Figure 1. Wiring heat map (run 1).
(8 px per um) The die is cut into 9 by 9 equal tiles; dark blue is low, red is high, scaled to the fullest tile. Values are wire area over tile area, all layers added.
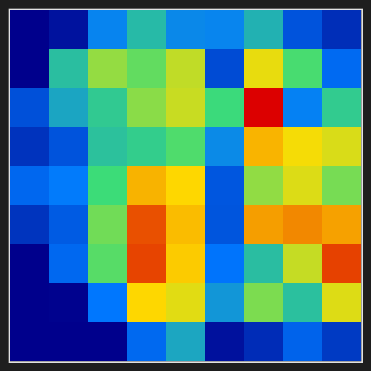
Figure 2. Track usage over the die (run 1).
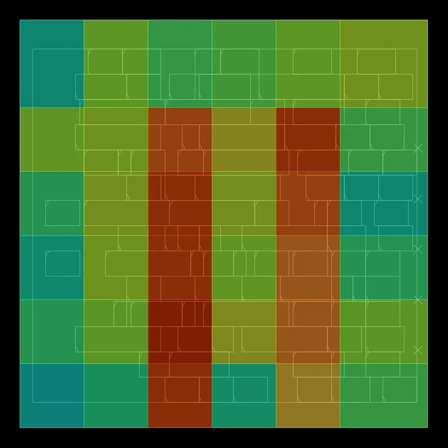
Figure 3. The metal 3 layer (run 1).
(12 px per um) Cells faint in the background.
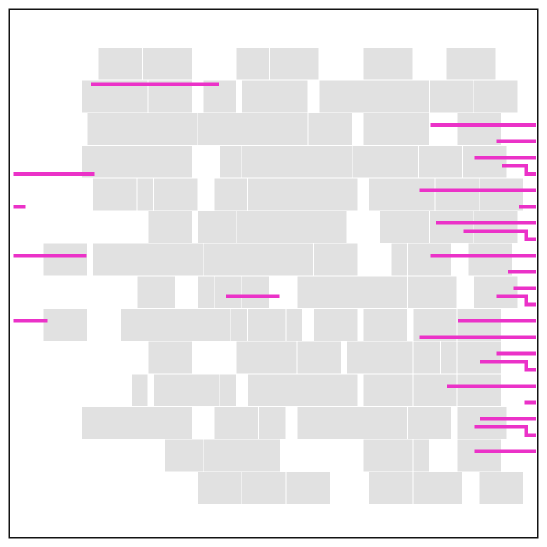
===== src/rtl/mux2_rr_arbiter.sv =====
// Round-robin arbiter steering one of two valid/ready packet sources onto a registered 2:1 mux output.
// Optional packet counters are enabled with `define MUX2_ARB_PERF_EN.
module mux2_rr_arbiter #(
  parameter int WIDTH     = 8,
  parameter bit INIT_PRIO = 1'b0
) (
  input  logic             clk,
  input  logic             rst,
  input  logic             a_valid,
  input  logic [WIDTH-1:0] a_data,
  input  logic             a_last,
  output logic             a_ready,
  input  logic             b_valid,
  input  logic [WIDTH-1:0] b_data,
  input  logic             b_last,
  output logic             b_ready,
  output logic             y_valid,
  output logic [WIDTH-1:0] y_data,
  output logic             y_last,
  input  logic             y_ready,
  output logic             select,
  output logic             busy
`ifdef MUX2_ARB_PERF_EN
  ,
  output logic [15:0]      pkt_cnt_a,
  output logic [15:0]      pkt_cnt_b
`endif
);

  typedef enum logic {IDLE, GRANT} state_t;

  state_t           state;
  logic             rr_ptr;
  logic             room;
  logic             a_acc;
  logic             b_acc;
  logic             acc;
  logic [WIDTH-1:0] mux_data;
  logic             mux_last;

  // The output register can take a new beat when empty or when it drains this cycle.
  assign room     = !y_valid || y_ready;
  assign a_ready  = (state == GRANT) && !select && room;
  assign b_ready  = (state == GRANT) &&  select && room;
  assign a_acc    = a_valid && a_ready;
  assign b_acc    = b_valid && b_ready;
  assign acc      = a_acc || b_acc;
  assign mux_data = select ? b_data : a_data;
  assign mux_last = select ? b_last : a_last;

  always_ff @(posedge clk or posedge rst) begin
    if (rst) begin
      state   <= IDLE;
      select  <= INIT_PRIO;
      rr_ptr  <= INIT_PRIO;
      busy    <= 1'b0;
      y_valid <= 1'b0;
      y_data  <= '0;
      y_last  <= 1'b0;
    end else begin
      if (acc) begin
        y_valid <= 1'b1;
        y_data  <= mux_data;
        y_last  <= mux_last;
      end else if (y_ready) begin
        y_valid <= 1'b0;
      end
      case (state)
        IDLE: begin
          if (a_valid || b_valid) begin
            select <= (a_valid && b_valid) ? rr_ptr : b_valid;
            state  <= GRANT;
            busy   <= 1'b1;
          end
        end
        GRANT: begin
          // The requester that just finished loses the next tie.
          if (acc && mux_last) begin
            state  <= IDLE;
            busy   <= 1'b0;
            rr_ptr <= !select;
          end
        end
        default: state <= IDLE;
      endcase
    end
  end

`ifdef MUX2_ARB_PERF_EN
  logic [15:0] cnt_a;
  logic [15:0] cnt_b;

  always_ff @(posedge clk or posedge rst) begin
    if (rst) begin
      cnt_a <= '0;
      cnt_b <= '0;
    end else begin
      if (a_acc && a_last) cnt_a <= cnt_a + 16'd1;
      if (b_acc && b_last) cnt_b <= cnt_b + 16'd1;
    end
  end

  assign pkt_cnt_a = cnt_a;
  assign pkt_cnt_b = cnt_b;
`endif

endmodule

===== config.mk =====
export PLATFORM = sky130hd
export DESIGN_NAME = mux2_rr_arbiter
export DESIGN_NICKNAME = d
export VERILOG_FILES = /design/src/rtl/mux2_rr_arbiter.sv
export SDC_FILE = /design/constraint.sdc
export NUM_CORES = 1
export LEC_CHECK = 0
export CAP_MARGIN = 30
export CORE_UTILIZATION = 41
export CTS_CLUSTER_SIZE = 25
export DETAILED_ROUTE_END_ITERATION = 10
export MAX_ROUTING_LAYER = met4
export PLACE_DENSITY = 0.91
export SLEW_MARGIN = 20
export SYNTH_ARGS = -nofsm -noshare
export SYNTH_HDL_FRONTEND = slang
export SYNTH_SLANG_ARGS = --single-unit
export TNS_END_PERCENT = 20

===== constraint.sdc =====
create_clock -name clk -period 3.9 [get_ports clk]
set_input_delay 0.78 -clock clk [delete_from_list [all_inputs] [get_ports clk]]
set_output_delay 0.78 -clock clk [all_outputs]
set_load 0.01 [all_outputs]

==> impl_metrics.yaml, run 1 <==
# flow metrics
power:
  combPwrFrac_pct: 53.4
  pwr-share-seq_pct: 34.6
  powerSeq_mw: 0.291
  power-top-group: "combinational logic"
  p_int_mw: 0.5674
  pwr_density_cell_nw_per_um2: 749.2
  sw_frac_of_total_pct: 32.44
final_layout:
  largest_reg_flops: 8
  n_all_inverters: 3
  final_cell_mix: "clkdlybuf4s50_1 (36), dfrtp_1 (14), mux2_2 (8)"
  comb_share_pct: 30.58
  diodes: 0
  seq-cell-share_pct: 31.25
  logic_area_um2: 342.8
  final_common_cell: "clkdlybuf4s50_1"
  final_nets: 116
  regArea_um2: 350.3
  buf_share_pct: 32.14
  clock_area_share_pct: 3.237
  clkbuf_count: 4
synthesis:
  async_flop_share_pct: 100.0
  muxShareOfSynthArea_pct: 32.99
  ys_sh_aoi_pct: 6.424
  top_cells_by_count: "dfrtp_1 (14), mux2_2 (8), mux2_4 (7)"
  xor_share_pct: 0
  ys_seq_share_pct: 48.61
  numSynthFlops: 14
  ys_cells: 54
  yosys.area.top_type: "dfrtp_1"
  synthTopCellsByArea: "dfrtp_1 (49%), mux2_4 (15%), mux2_2 (13%)"
clocking:
  cts_buffers: 3
  cts_tree: "yes"
  clock_latency_ns: 0.27
  clk_pin_slew_ns: 0.09
  cts_setup_buffers: 0
  cts_root_buf: "clkbuf_4"
  htree_levels: 1
place:
  port_buffers: 36
  numPlacedInstances: 104
  place_ws_ns: 0.8579
worst_setup_path:
  crit_path_end: "a_ready"
  rr_endpoint: "y_data[5]$_DFFE_PP0P_"
  crit_path_cell_trace: "clkdlybuf4s50_1 -> nand2b_1 -> nand2_1 -> nor2_1 -> clkdlybuf4s50_1"
  critical_path.top_delay_family: "buffers and inverters"
  crit_path_max_fanout: 6
  cp_common_cell: "clkdlybuf4s50_1"
  start_kind: "input pin"
  worstReg2RegStart: "select$_DFFE_PP0P_"
  critical_path_class: "input pin to primary output"
  arrival_ns: 2.25
  cp_num_cells: 5
floorplanning:
  num_rows: 14
  dieWidth_um: 43.93
  chipHeight_um: 43.93
worst_hold_path:
  worstHoldStart: "y_data[6]$_DFFE_PP0P_"
  holdPathEnd: "y_data[6]$_DFFE_PP0P_"
detailed_routing:
  ant_nets: 0
  drcViolationCount: 5
  firstDrtPassIters: 8
  wl_met3_um: 136
status:
  violations: "design-rule violations"
  status: "complete, but fails checks"
final_timing:
  drv_slew: 0
  hold_viol_final: 0
  fin_hold_ws_ns: 0.4974
  finalWorstSetupSlack_ns: 0.8707
  slew-limit-headroom_pct: 61.23
  timing.final.crit_share_pct: 77.67
  period_minus_slack_ns: 3.029
  finalSetupViolations: 0
  fin_tns_setup_ns: 0
grt:
  gr-usage-met2_pct: 34.93
  grt_pass1_wl_um: 2739
  gr-total-overflow: 0
  antenna_found_initial: 0
  grt-busiest-layer: "met2"
run:
  warning_count: 26
## Picture notes: Figure 1
- fullest tile: 0.34
- emptiest ninth of the die: south-west
- nearly empty tiles: 9.9%
- mean over tiles: 0.14
Overall Global Routing Usage: 20.14%
final WL: 1722 um
vias: 570
wire length per cell: 15.94 um

## Picture notes: Figure 2
Util after Layout: 71.11%
met3 GRT Util: 4.167%

## Picture notes: Figure 3
- main direction: horizontal
- longest straight run: 10.3 um
- wire length on this layer: 137 um
- share of all routed wire: 7.9%

Figure 4. Met2 routing (run 1).
(12 px per um) Cells faint in the background.
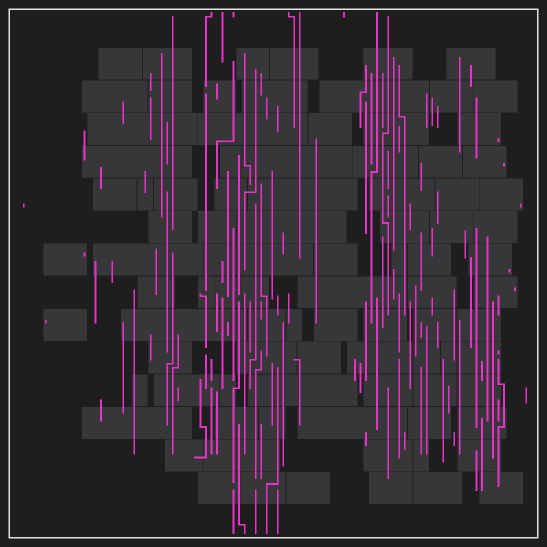

==> run 1 -> run 2 <==
--- a/config.mk
+++ b/config.mk
@@ -6,11 +6,11 @@
 export NUM_CORES = 1
 export LEC_CHECK = 0
 export CAP_MARGIN = 30
-export CORE_UTILIZATION = 41
+export CORE_UTILIZATION = 38
 export CTS_CLUSTER_SIZE = 25
 export DETAILED_ROUTE_END_ITERATION = 10
 export MAX_ROUTING_LAYER = met4
-export PLACE_DENSITY = 0.91
+export PLACE_DENSITY = 0.86
 export SLEW_MARGIN = 20
 export SYNTH_ARGS = -nofsm -noshare
 export SYNTH_HDL_FRONTEND = slang
==> constraint.sdc (replaced) <==
create_clock -name clk -period 2.8 [get_ports clk]
set_input_delay 0.56 -clock clk [delete_from_list [all_inputs] [get_ports clk]]
set_output_delay 0.56 -clock clk [all_outputs]
set_load 0.01 [all_outputs]
Figure 5. Met2 routing (run 2).
(10 px per um) Cells faint in the background.
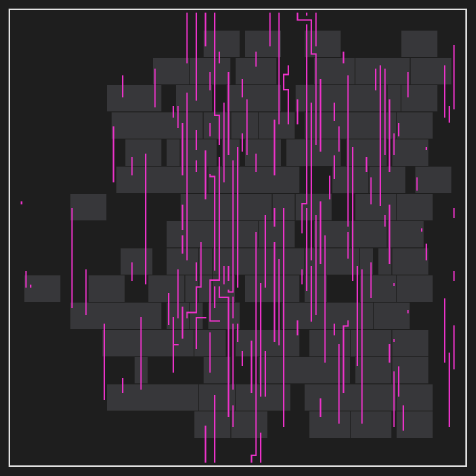
- share of all routed wire: 47%
- wire length on this layer: 708 um
- nets with wire on the layer: 101
- longest straight run: 22.3 um
final WL: 1501 um
met2 Resource Use GR: 25.14%
vias: 559

==> run 2 against run 1 <==
Effect of this change:
- critical path type unchanged
- the flow now finishes without violations
- register-to-register slack worse by 1.1 ns
- synthesized area unchanged
- combinational power up 38%
==> impl_metrics.yaml, run 2 <==
# flow metrics
status:
  status: "completed"
grt:
  gr-total-overflow: 0
  grt_pass1_wl_um: 2263
worst_setup_path:
  critical_path.top_delay_family: "buffers and inverters"
  worstReg2RegStart: "select$_DFFE_PP0P_"
  crit_path_max_fanout: 6
  crit_path_cell_trace: "clkdlybuf4s50_1 -> nand2b_1 -> and3_1 -> clkdlybuf4s50_1"
  critical_path_class: "input pin to primary output"
  cp_common_cell: "clkdlybuf4s50_1"
power:
  pwr_density_cell_nw_per_um2: 1008
  pwr-share-seq_pct: 35.7
  sw_frac_of_total_pct: 32.50
  p_int_mw: 0.7613
  combPwrFrac_pct: 54.8
final_layout:
  buf_share_pct: 32.21
  final_nets: 116
  clkbuf_count: 3
  largest_reg_flops: 8
synthesis:
  numSynthFlops: 14
  ys_sh_aoi_pct: 6.424
  yosys.area.top_type: "dfrtp_1"
final_timing:
  fin_tns_setup_ns: 0
  period_minus_slack_ns: 2.565
  hold_viol_final: 0
  finalWorstSetupSlack_ns: 0.2350
  fin_hold_ws_ns: 0.4929
clocking:
  htree_levels: 1
  clock_latency_ns: 0.27
  clk_pin_slew_ns: 0.08
  cts_setup_buffers: 0
  cts_tree: "yes"
place:
  place_ws_ns: 0.2388
floorplanning:
  chipHeight_um: 45.55
worst_hold_path:
  holdPathEnd: "y_data[6]$_DFFE_PP0P_"
detailed_routing:
  firstDrtPassIters: 4
Figure 6. Wiring heat map (run 2).
(8 px per um) The die is cut into 9 by 9 equal tiles; dark blue is low, red is high, scaled to the fullest tile. Values are wire area over tile area, all layers added.
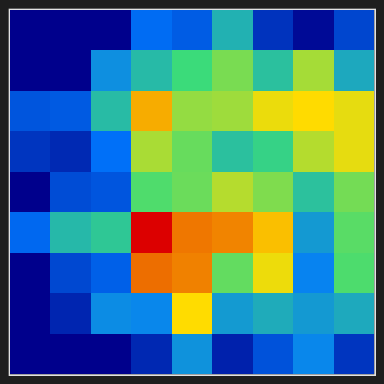
- tiles over half the peak: 35%
- fullest tile: 0.32
- nearly empty tiles: 14%
- emptiest ninth of the die: south-west
- densest ninth of the die: centre
- mean over tiles: 0.12
wire length per cell: 12.94 um
Overall Global Routing Usage: 16.28%

Power figures rest on the tool's default switching activity, not on a simulated workload.
